File: src/rtl/sort_stream_pkg.sv
// Shared constants and helpers for the sort result streamer.
package sort_stream_pkg;

  localparam int LOG_INPUT_NUM_DEF = 4;
  localparam int DATA_WIDTH_DEF    = 8;

  // Number of elements in one sort result.
  function automatic int num_elems(input int log_n);
    return 1 << log_n;
  endfunction

  // Low bit of element i in a flattened vector of width-bit elements.
  function automatic int elem_lo(input int i, input int width);
    return i * width;
  endfunction

endpackage

File: src/rtl/sort_stream_bank.sv
// One result bank: capture-enabled data, label and limit storage with a read mux on idx.
module sort_stream_bank
  import sort_stream_pkg::*;
#(
  parameter int LOG_INPUT_NUM = LOG_INPUT_NUM_DEF,
  parameter int DATA_WIDTH    = DATA_WIDTH_DEF,
  parameter int LABEL_WIDTH   = LOG_INPUT_NUM
) (
  input  logic                                   clk,
  input  logic                                   wr_en,
  input  logic [(DATA_WIDTH << LOG_INPUT_NUM)-1:0]  y,
  input  logic [(LABEL_WIDTH << LOG_INPUT_NUM)-1:0] y_label,
  input  logic [LOG_INPUT_NUM:0]                 limit_in,
  input  logic [LOG_INPUT_NUM-1:0]               idx,
  output logic [DATA_WIDTH-1:0]                  rd_data,
  output logic [LABEL_WIDTH-1:0]                 rd_label,
  output logic [LOG_INPUT_NUM:0]                 limit
);

  localparam int N = num_elems(LOG_INPUT_NUM);

  logic [DATA_WIDTH-1:0]  data_mem  [N];
  logic [LABEL_WIDTH-1:0] label_mem [N];
  logic [LOG_INPUT_NUM:0] limit_reg;

  // Contents are don't-care after reset, so the storage carries no reset.
  always_ff @(posedge clk) begin
    if (wr_en) begin
      for (int i = 0; i < N; i++) begin
        data_mem[i]  <= y[elem_lo(i, DATA_WIDTH) +: DATA_WIDTH];
        label_mem[i] <= y_label[elem_lo(i, LABEL_WIDTH) +: LABEL_WIDTH];
      end
      limit_reg <= limit_in;
    end
  end

  assign rd_data  = data_mem[idx];
  assign rd_label = label_mem[idx];
  assign limit    = limit_reg;

endmodule

File: src/rtl/sort_result_streamer.sv
// Double-buffered streamer turning a parallel sort result into a valid/ready element stream.
// Optional macro SORT_STREAM_TOPK_EN adds a top_k input limiting the elements emitted per result.
module sort_result_streamer
  import sort_stream_pkg::*;
#(
  parameter int LOG_INPUT_NUM = LOG_INPUT_NUM_DEF,
  parameter int DATA_WIDTH    = DATA_WIDTH_DEF,
  parameter int LABEL_WIDTH   = LOG_INPUT_NUM
) (
  input  logic                                   clk,
  input  logic                                   rst,
  input  logic [(DATA_WIDTH << LOG_INPUT_NUM)-1:0]  y,
  input  logic [(LABEL_WIDTH << LOG_INPUT_NUM)-1:0] y_label,
  input  logic                                   y_valid,
`ifdef SORT_STREAM_TOPK_EN
  input  logic [LOG_INPUT_NUM:0]                 top_k,
`endif
  output logic                                   m_valid,
  input  logic                                   m_ready,
  output logic [DATA_WIDTH-1:0]                  m_data,
  output logic [LABEL_WIDTH-1:0]                 m_label,
  output logic [LOG_INPUT_NUM-1:0]               m_index,
  output logic                                   m_first,
  output logic                                   m_last,
  output logic                                   busy,
  output logic                                   overflow,
  input  logic                                   ovf_clr
);

  localparam int N = num_elems(LOG_INPUT_NUM);
  typedef logic [LOG_INPUT_NUM:0] limit_t;

  logic                     wr_ptr, rd_ptr;
  logic [1:0]               count;
  logic [LOG_INPUT_NUM-1:0] idx;
  logic                     valid_r, is_last, xfer, last_xfer, capture, drop;
  limit_t                   cap_limit;

  logic [DATA_WIDTH-1:0]  bank_data  [2];
  logic [LABEL_WIDTH-1:0] bank_label [2];
  limit_t                 bank_limit [2];

`ifdef SORT_STREAM_TOPK_EN
  assign cap_limit = (top_k == '0 || top_k > limit_t'(N)) ? limit_t'(N) : top_k;
`else
  assign cap_limit = limit_t'(N);
`endif

  for (genvar b = 0; b < 2; b++) begin : g_bank
    sort_stream_bank #(
      .LOG_INPUT_NUM(LOG_INPUT_NUM),
      .DATA_WIDTH   (DATA_WIDTH),
      .LABEL_WIDTH  (LABEL_WIDTH)
    ) u_bank (
      .clk     (clk),
      .wr_en   (capture && (wr_ptr == 1'(b))),
      .y       (y),
      .y_label (y_label),
      .limit_in(cap_limit),
      .idx     (idx),
      .rd_data (bank_data[b]),
      .rd_label(bank_label[b]),
      .limit   (bank_limit[b])
    );
  end

  assign valid_r   = (count != 2'd0);
  assign is_last   = ({1'b0, idx} == bank_limit[rd_ptr] - limit_t'(1));
  assign xfer      = valid_r && m_ready;
  assign last_xfer = xfer && is_last;
  // A full block can still accept a result when the read bank frees up this cycle.
  assign capture   = y_valid && ((count != 2'd2) || last_xfer);
  assign drop      = y_valid && !capture;

  always_ff @(posedge clk or negedge rst) begin
    if (!rst) begin
      wr_ptr   <= 1'b0;
      rd_ptr   <= 1'b0;
      count    <= 2'd0;
      idx      <= '0;
      overflow <= 1'b0;
    end else begin
      if (capture)
        wr_ptr <= ~wr_ptr;
      if (xfer) begin
        if (is_last) begin
          idx    <= '0;
          rd_ptr <= ~rd_ptr;
        end else begin
          idx <= idx + 1'b1;
        end
      end
      count <= count + {1'b0, capture} - {1'b0, last_xfer};
      if (drop)
        overflow <= 1'b1;
      else if (ovf_clr)
        overflow <= 1'b0;
    end
  end

  // Outputs are forced to zero while empty so reset leaves no stale bank data visible.
  assign m_valid = valid_r;
  assign m_data  = valid_r ? bank_data[rd_ptr]  : '0;
  assign m_label = valid_r ? bank_label[rd_ptr] : '0;
  assign m_index = valid_r ? idx : '0;
  assign m_first = valid_r && (idx == '0);
  assign m_last  = valid_r && is_last;
  assign busy    = valid_r;

endmodule

File: config.mk
export PLATFORM = sky130hd
export DESIGN_NAME = sort_result_streamer
export DESIGN_NICKNAME = d
export VERILOG_FILES = /design/src/rtl/sort_stream_pkg.sv /design/src/rtl/sort_stream_bank.sv /design/src/rtl/sort_result_streamer.sv
export SDC_FILE = /design/constraint.sdc
export NUM_CORES = 1
export LEC_CHECK = 0
export ABC_AREA = 1
export ABC_CLOCK_PERIOD_IN_PS = 29300
export CAP_MARGIN = 20
export CORE_ASPECT_RATIO = 1.25
export CORE_MARGIN = 8
export CORE_UTILIZATION = 40
export DETAILED_ROUTE_END_ITERATION = 10
export GPL_ROUTABILITY_DRIVEN = 0
export PLACE_DENSITY_LB_ADDON = 0.08
export SKIP_CTS_REPAIR_TIMING = 1
export SYNTH_ARGS = -nofsm -noshare
export SYNTH_HDL_FRONTEND = slang
export SYNTH_SLANG_ARGS = --single-unit
File: constraint.sdc
create_clock -name clk -period 29.3 [get_ports clk]
set_input_delay 5.86 -clock clk [delete_from_list [all_inputs] [get_ports clk]]
set_output_delay 5.86 -clock clk [all_outputs]
set_load 0.01 [all_outputs]
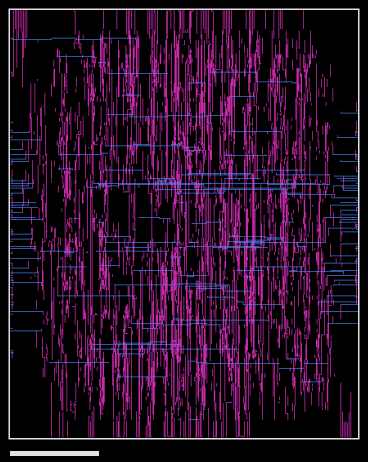
run_1/layers.png
Bar = 50 um. Only two layers are drawn.
- magenta: M2 (wire length 22.2 mm)
- blue: M3 (wire length 3,110 um)

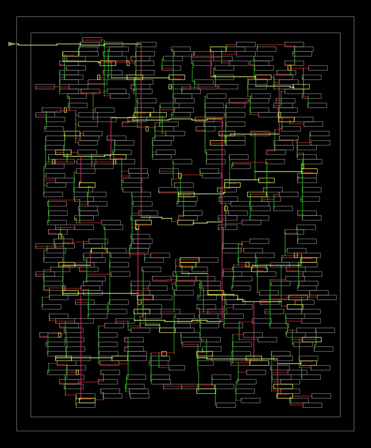
run_1/clock_nets.png
flip-flops: 393
total CTS buffers: 41

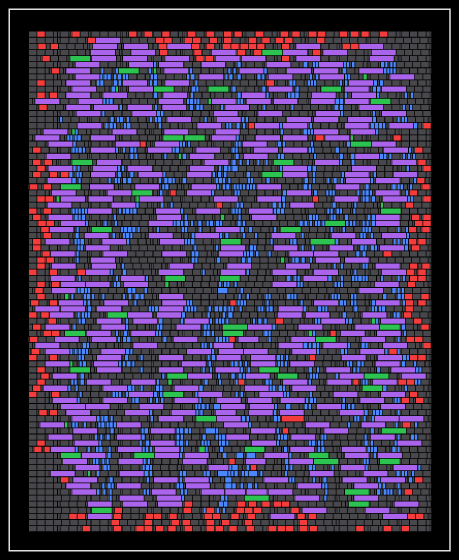
run_1/class_map.png
Fill, decap, tap and diode cells in gray.
- blue: remaining logic cells (cells 967; share of their area 21%)
- purple: registers (cells 393; share of their area 61%)
- red: remaining buffers and delay cells (cells 233; share of their area 12%)
- green: clock drivers and dummy loads (cells 69; share of their area 6.8%)

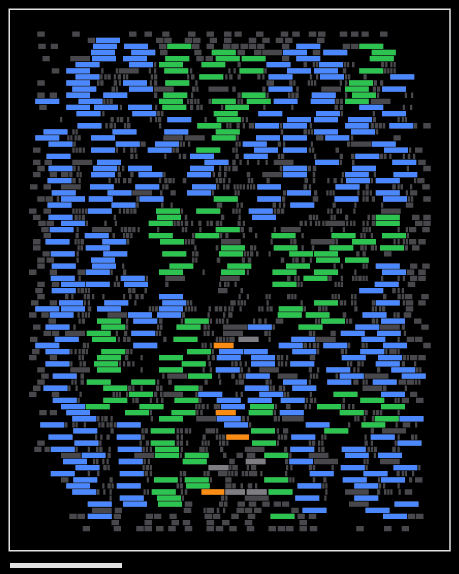
run_1/ff_map.png
Bar = 50 um.
- orange: `idx` (flops 4; where bottom center)
- green: `g_bank.u_bank.label_mem` (flops 128)
- blue: `g_bank.u_bank.data_mem` (flops 256; where spread over the die)
- not colored: 5
Seq. pwr: 0.000823 W
final design utilization: 50.16%
storage element area: 0.01176 mm^2
Seq area share: 58.62%

## run 1: routing by layer
| layer | track usage, % | up-vias |
|---|---|---|
| met5 | 0 | - |
| met4 | 8.602 | 0 |
| met3 | 4.464 | 71 |
| met2 | 32.53 | 341 |
| met1 | 23.06 | 5159 |
| li1 | - | 5232 |
## run 1: worst register-to-register path: cells and delay by family, from the launching register on
family / cells / cell delay (ps)
fa+ha+maj: 1 / 340
buf+inv: 6 / 4080
flops: 1 / 850
simple gates: 5 / 770
## run 1: sequential cells by signal (all words and copies together), names as in the netlist
| signal | count |
|---|---|
| idx | 4 |
| wr_ptr | 1 |
| g_bank.u_bank.data_mem | 256 |
| overflow | 1 |
| g_bank.u_bank.label_mem | 128 |
| count | 2 |
| rd_ptr | 1 |
## run 1: through the flow
| step | setup slack (ps) | cell area [um^2] | power [W] | util [%] |
|---|---|---|---|---|
| 2_1_floorplan | 14090 | 16150 | 0.001299 | - |
| 3_3_place_gp | 19180 | 18710 | 0.001560 | 46.77 |
| 3_5_place_dp | 19140 | 18710 | 0.001567 | 46.77 |
| 4_1_cts | 18650 | 20040 | 0.002091 | 50.09 |
| 5_1_grt | 18530 | 20070 | 0.002197 | 50.16 |
| 6_report | 18840 | 20070 | 0.002065 | 50.16 |
## run 1: final timing paths
check	startpoint	to	slack [ps]	depth (start not counted)
max	idx[0]	m_data[5]	18840	11
min	count[0]	count[0]	520	1
max reg2reg	idx[0]	g_bank[0].u_bank.label_mem[10][3]	22840	12
min reg2reg	count[0]	count[0]	520	1
max in group asynchronous	rst	idx[1]	23290	1
min in group asynchronous	rst	idx[2]	5650	1
==> run summary, run 1 <==
impl run done, here's what came out: combinational gate area 0.003664 mm^2, Non-clock inverters 98, metal2 WL 22.20 mm, max incr delay on CP 850 ps, status completed, Biggest Area Class sequential cells, nets 1,836, clk cell area share 6.621%, synthesis warning total 0, IO Pins 218, Simple Share, Synth 17.83%, Synth Area in XOR/XNOR 0.2170%, Post-route DRC 0, chip area 0.04709 mm^2, most frequent cells after synthesis 384 x edfxtp_1, 381 x nand2_1, 217 x nor2_1, Via-to-Cell Ratio 4.988, CP Launch Type flip-flop, Dominant Register Cell edfxtp_1, clock buffer depth 3, number of standard cells reported by yosys 1,436, Max Slew Vio Count 0, Max VDD drop 0.00008231 V, post-layout minimum cycle time 10,460 ps, hpwl dp 30.69 mm, Seq cells post-synth 393, Critical Path, Cell by Cell buf_4 > buf_4 > nand2_1 > nand3_1 > nand3_1 > nand2_1 > nor2_1 > nand2_1 > nand2_1 > nor2_1 > clkdlybuf4s50_1, Rel. slew slack 31.31%, highest-count logic cell in the final layout edfxtp_1, clk root buf clkbuf_16, first-pass GRT wire length 67.01 mm, Antenna Cells 0, area fraction in compound gates 4.301%, 1st-pass router iterations 5, Power Density 102.9 mW/mm^2, Fmax achieved 95.57 MHz, CTS sink count 393, Yosys chip area 0.01615 mm^2, fp util 40.35%, clk pwr 0.000520 W, Die H 240.6 um, biggest area cells edfxtp_1 71%, nand2_1 8.9%, nor2_1 5.0%, vias in the first global route 10,970, port bufs 217, Logic pwr share 35.0%, vias post-DR 10,800, Synth logic family simple AND/OR/NAND/NOR gates, max cap viols 0, fa+ha+maj area frac 0.2325%, Fin Setup TNS 0 ps, number of clock buffers in the layout 47, initial antenna violation count 0, total gr overflow 0, post-route insts no fill 2,166, Lkg Pwr 7.609 nW, Wirelength per Cell 20.96 um, Slowest cell on crit path dfrtp_4, Clock Power Share 25.2%, layout cell share with drive strength beyond 1 4.874%, Mapped Nets 1,636, final wirelength 45.40 mm
==> inputs of run 2 (changes only) <==
--- a/config.mk
+++ b/config.mk
@@ -6,7 +6,7 @@
 export NUM_CORES = 1
 export LEC_CHECK = 0
 export ABC_AREA = 1
-export ABC_CLOCK_PERIOD_IN_PS = 29300
+export ABC_CLOCK_PERIOD_IN_PS = 9300
 export CAP_MARGIN = 20
 export CORE_ASPECT_RATIO = 1.25
 export CORE_MARGIN = 8
==> constraint.sdc (replaced) <==
create_clock -name clk -period 9.3 [get_ports clk]
set_input_delay 1.86 -clock clk [delete_from_list [all_inputs] [get_ports clk]]
set_output_delay 1.86 -clock clk [all_outputs]
set_load 0.01 [all_outputs]
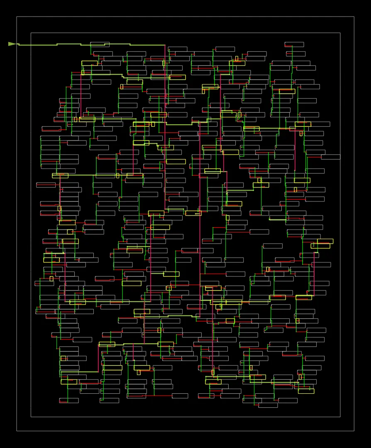
run_2/clock_nets.png
CTS sink count: 393
clock skew: 22.37 ps
clk pwr: 0.00170 W

==> run summary, run 2 <==
impl run done, here's what came out: CP Launch Type flip-flop, Rel. slew slack 33.39%, Largest register FFs 256, Max Slew Vio Count 0, max cap viols 0, Final Worst Setup Slack 3416 ps, 1st-pass router iterations 5, Power Density 325.6 mW/mm^2, instance area after placement 0.01873 mm^2, fin area 0.02014 mm^2, Seq cells post-synth 393, final wirelength 46.69 mm, final design utilization 50.34%, biggest area cells edfxtp_1 71%, nand2_1 8.9%, nor2_1 5.0%, highest-count logic cell in the final layout edfxtp_1, Die H 240.6 um, post-layout minimum cycle time 5884 ps, total CTS buffers 41, Worst setup endpoint m_data[3], Worst R2R Start idx[0], Slowest cell on crit path dfrtp_4, max incr delay on CP 660 ps, first-pass GRT wire length 69.20 mm, Fin Setup TNS 0 ps, port bufs 217, nets 1,834, Wirelength per Cell 21.51 um, WP depth 11, clock buffer depth 3, most frequent cells after synthesis 384 x edfxtp_1, 381 x nand2_1, 217 x nor2_1, Hold EP count[0], Largest Register g_bank.u_bank.data_mem, Post-route DRC 0, status completed, clk root buf clkbuf_16, Lkg Pwr 7.634 nW, r2r setup slk 4600 ps, Largest regs g_bank.u_bank.data_mem: 256 flops, g_bank.u_bank.label_mem: 128 flops, idx: 4 flops, total gr overflow 0, fp util 40.35%, initial antenna violation count 0, IO Pins 218, FF-to-FF End g_bank[0].u_bank.data_mem[12][7], Hold Path Stages 1, HP Start count[0], overall power 0.006557 W, chip area 0.04709 mm^2, post-route insts no fill 2,171, Max VDD drop 0.0001516 V, vias in the first global route 11,150
[run 2: netlist changes by cell type in the layout (fill, tap and decap cells not counted), sizes merged]
cell,delta
clkbuf,+5
buf,-2
bufinv,-1
clkinv,+1
clkinvlp,+1
inv,+1
[run 2: worst reg2reg max path: cells and delay by family, from the launching register on]
family	cells	cell delay (ps)
fa+ha+maj	1	330
buf+inv	3	1790
flops	1	720
simple gates	5	1420
[run 2: logic make-up (layout without fill, tap and decap cells)]
kind of cell / count (synthesis) / after routing / synth area share [%]
adder cells (fa/ha/maj): 3 / 3 / 0.2325
buffers and inverters: 174 / 405 / 4.603
AND-OR/OR-AND: 138 / 138 / 4.301
AND/OR/NAND/NOR: 724 / 724 / 17.83
XOR/XNOR: 4 / 4 / 0.2170
flip-flops: 393 / 393 / 72.81
[run 2: per-layer routing]
layer	track usage (%)	part of all wire [%]
met1	25.14	42
met2	33.79	50
met3	3.710	5.7
met4	5.359	2.2
met5	0	0
[run 2: report_power, final]
group / switching, W / internal, W / total (W)
Combinational: 0.00158 / 0.000702 / 0.00228
Clock: 0.000675 / 0.00102 / 0.00170
Sequential: 0.000157 / 0.00243 / 0.00258
Total: 0.00241 / 0.00415 / 0.00656
[run 2: final cells by class]
type | count | area, um^2 | area share [%]
clock inverter | 24 | 276.5 | 1.373
inverter | 98 | 370.4 | 1.839
clock buffer | 52 | 1120 | 5.560
multi-input combinational | 869 | 3666 | 18.20
timing repair buffer | 231 | 2315 | 11.49
sequential | 393 | 11760 | 58.40
tap | 504 | 630.6 | 3.131
==> inputs of run 3 (changes only) <==
--- a/config.mk
+++ b/config.mk
@@ -6,7 +6,7 @@
 export NUM_CORES = 1
 export LEC_CHECK = 0
 export ABC_AREA = 1
-export ABC_CLOCK_PERIOD_IN_PS = 9300
+export ABC_CLOCK_PERIOD_IN_PS = 5700
 export CAP_MARGIN = 20
 export CORE_ASPECT_RATIO = 1.25
 export CORE_MARGIN = 8
==> constraint.sdc (replaced) <==
create_clock -name clk -period 5.7 [get_ports clk]
set_input_delay 1.14 -clock clk [delete_from_list [all_inputs] [get_ports clk]]
set_output_delay 1.14 -clock clk [all_outputs]
set_load 0.01 [all_outputs]
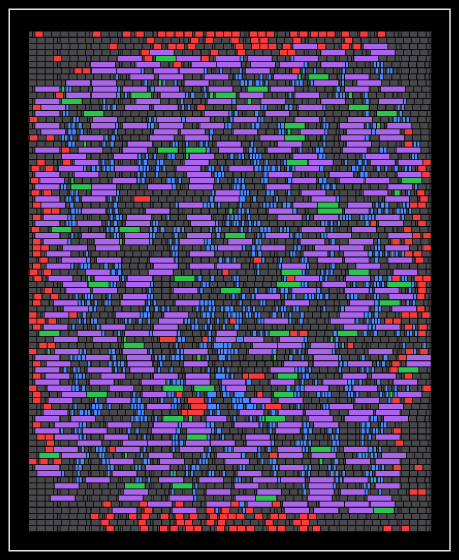
run_3/class_map.png
Fill, decap, tap and diode cells in gray.
- purple: registers (cells 393; share of their area 60%)
- green: clock drivers and dummy loads (cells 75; share of their area 6.8%)
- blue: remaining logic cells (cells 967; share of their area 21%)
- red: remaining buffers and delay cells (cells 234; share of their area 12%)

==> run summary, run 3 <==
impl run done, here's what came out: status completed, vias post-DR 11,050, Mapped Nets 1,636, Wirelength per Cell 22.22 um, Largest register FFs 256, clock skew 13.69 ps, Slowest cell on crit path clkdlybuf4s50_1, CP Launch Type flip-flop, biggest area cells edfxtp_1 71%, nand2_1 8.9%, nor2_1 5.0%, nets 1,838, Synth mux share 0%, post-place setup slack 1343 ps, Seq cells post-synth 393, CP Launch Point idx[0], HP Start count[0], Largest Register g_bank.u_bank.data_mem, Critical Path, Cell by Cell inv_4 > buf_12 > nand2_1 > nand2_1 > nand2_1 > a21oi_1 > nor2_1 > nand2_1 > nand2_1 > nor2_1 > clkdlybuf4s50_1, layout cell share with drive strength beyond 1 4.913%, Max Slew Vio Count 0, total CTS buffers 42, Die H 240.6 um, Hold Path Stages 1, Hold EP count[0], CTS sink count 393, IO Pins 218, max incr delay on CP 630 ps, initial antenna violation count 0, FF-to-FF End g_bank[1].u_bank.data_mem[10][1], Rel. slew slack 30.50%, r2r setup slk 2110 ps, first-pass GRT wire length 71.46 mm, Antenna Cells 0, vias in the first global route 11,210, highest-count logic cell in the final layout edfxtp_1, area fraction in compound gates 4.301%, total gr overflow 0, synthesis warning total 0, clock buffer depth 3, post-layout minimum cycle time 4912 ps, hpwl dp 33.29 mm, Simple Share, Synth 17.83%, Worst R2R Start idx[1], Post-route DRC 0, Yosys chip area 0.01615 mm^2, max cap viols 0, post-route insts no fill 2,173, fa+ha+maj area frac 0.2325%, Largest regs g_bank.u_bank.data_mem: 256 flops, g_bank.u_bank.label_mem: 128 flops, idx: 4 flops
run 3: cell counts after synthesis:
No cell type changed its count.
run 3: cell type report:
| cell class | instances | area [um^2] | area share [%] |
|---|---|---|---|
| Sequential cell | 393 | 11760 | 58.38 |
| Multi-Input combinational cell | 869 | 3666 | 18.19 |
| Timing Repair Buffer | 234 | 2387 | 11.85 |
| Clock buffer | 61 | 1186 | 5.887 |
| Tap cell | 504 | 630.6 | 3.130 |
| Inverter | 98 | 371.6 | 1.844 |
| Clock inverter | 14 | 143.9 | 0.7141 |
run 3: routing by layer:
metal,GRT usage [%],vias to the layer above,part of all wire [%]
met4,7.728,0,3.5
met1,24.99,5412,40
li1,-,5236,-
met2,35.74,328,51
met5,0,-,0
met3,3.683,75,5.5
run 3: per-stage QoR:
step / total power (W) / hold slack [ps]
2_1_floorplan: 0.006580 / 476.6
3_3_place_gp: 0.008178 / 505.7
3_5_place_dp: 0.008187 / 515.8
4_1_cts: 0.01086 / 530.3
5_1_grt: 0.01136 / 564.2
6_report: 0.01073 / 531.0
run 3: how the worst max path moves through the flow:
stage / endpoint / slack [ps] / depth (start not counted)
finish: m_label[0] / 790 / 11
detailed placement: m_label[0] / 1340 / 11
global placement: m_label[0] / 1350 / 9
floorplan: g_bank[1].u_bank.data_mem[0][0] / -1540 / 6
global route: m_label[0] / 580 / 11
CTS: m_label[0] / 750 / 11
run 3: cell families after synthesis:
kind of cell / after synthesis
fa+ha+maj: 3
flops: 393
simple gates: 724
compound gates: 138
buf+inv: 174
xor+xnor: 4
run 3: report_power, final:
| part | internal, W | switching [W] |
|---|---|---|
| sequential | 0.00396 | 0.000197 |
| clock | 0.00158 | 0.00108 |
| combinational | 0.00119 | 0.00273 |
| total | 0.00672 | 0.00401 |
Power is estimated from default activity; no workload was simulated.
